Design awgn_sample_shaper, sky130hd; sources not shown.
Met1 routing:
Scale bar: 50 um. Supply wires on this layer in grey.
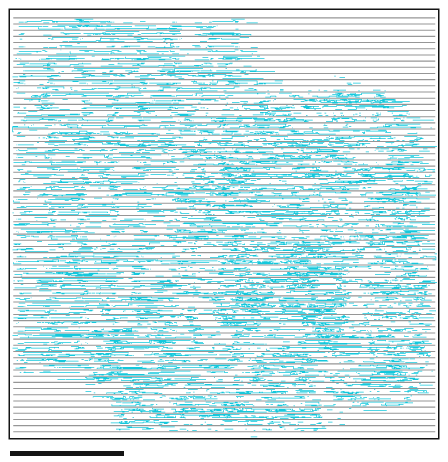
longest straight run	56.1 um
main direction	horizontal
Post-Route WL: 45,000 um
via count: 13.0k

Met2 routing:
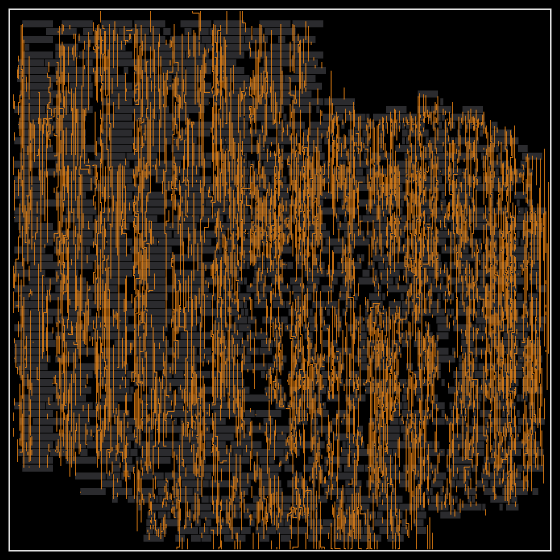
wire length on this layer	23.8 mm
nets with wire on the layer	1,904
main direction	vertical
met2 GRT Util: 0.473

==> metrics.cfg <==
[yosys]
ys_sh_mux=0.0890
top_area_cell=edfxtp_1
synth.most_common_cell=edfxtp_1
top_cell_area_share=0.369
async_flop_share=0
ys.warnings.count=0
ys_sh_simple=0.105
synth_cell_type_count=65
yosys-top-cells-count=edfxtp_1 (256), inv_1 (251), fa_1 (195)
synthesis.nets=2041
topCellsByArea=edfxtp_1 (37%), fa_1 (19%), mux4_2 (7.9%), ha_1 (7.4%), dfxtp_1 (4.6%)
ys_sh_xor=0.0151
ys_cells=1671
edf_count=256
ys.flop_type=edfxtp_1
ys_seq_elements=304
syn_inst=1671
avgSynthCellArea_um2=12.5

[finish]
final_core_util=0.686
fin_cells=2227
fin_area_mm2=0.0232
lay_top_count=edfxtp_1
drive_above_1_share=0.111
largest_reg_flops=256
final_layout_top_logic_cells=edfxtp_1 (256), inv_1 (251), fa_1 (195)
syn_to_final_growth_pct=11.4

[timing]
max_freq_mhz=99.3
drv_slew=47
tns_ps=0
rsz0062_at_grt=no
worst_pin_slew_ps=1590
final-setup-viol-count=0
period_needed_ps=10070
fin_ws_ps=628

[worst_setup_path]
critPathBufInv=5
crit_arrival_ps=10530
critPathMostFrequentCell=fa_1
required_ps=11160
path_max_fanout=16
rr_worst_depth=26
reg2reg_slack_ps=1450
cp_cell_sequence=clkdlybuf4s50_1 > nand2_1 > fa_1 > inv_1 > fa_1 > fa_1 > fa_1 > fa_1 > inv_1 > fa_1 > inv_1 > ha_1 > a21oi_1 > o21ai_0 > a2111oi_1 > o22ai_1 > or2_4 > a221o_1 > a21o_1 > o41ai_4 > buf_4 > nand3_1 > a21oi_1
startpoint_type=input port
max_stage_delay_ps=860

[clock_network]
clk_pin_slew_ps=70
cts_tree=built
numCtsBuffers=28
insertion_delay_ps=540
cts_setup_buffers=0

[die]
chipArea_mm2=0.0355
core_mm2=0.0339
io_pins=86
die_x_um=188
fp.dieH_um=188
initCoreUtil=0.616

[detailed_routing]
final_antenna_net_count=0
dr.max_layer_used=met5
wl_met1_um=17500
avgViaCountPerCell=5.86
wl_met2_um=23800
wl_per_cell_um=20.2
routed-wl-met3_um=2420
first_iter_violations=890
drc=0

[run]
warnings=27
drv_cap=1

[placement]
placed_area_mm2=0.0223
gp_congestion=0.902
dp.cells=2172
dpl.hpwl_um=31900
place.port_buffers=85

[global_route]
antenna_found_initial=5
use_met1=0.336
first_global_vias=13900
use_met3=0.0305
grt_use_total=0.264
grt_max_degree=49

[outcome]
failed_checks=capacitance limit, slew limit
outcome=complete, but fails checks

[hold_path]
min_path_cells=1

worst register-to-register path: cells and delay by family (launching register included):
family | cells | cell delay, ps
adders and majority gates | 7 | 3330
AOI/OAI and AO/OA | 9 | 2600
DFF | 1 | 950
muxes | 2 | 860
buffers and inverters | 5 | 840
and+or+nand+nor | 3 | 590
layout make-up:
cell class	count	area [um^2]
inverter	251	942
timing repair buffer	125	1160
sequential	304	8650
antenna	3	7.51
tap	448	561
clock buffer	31	733
clock inverter	21	196
fill	2347	10600
multi-input combinational	1044	11000
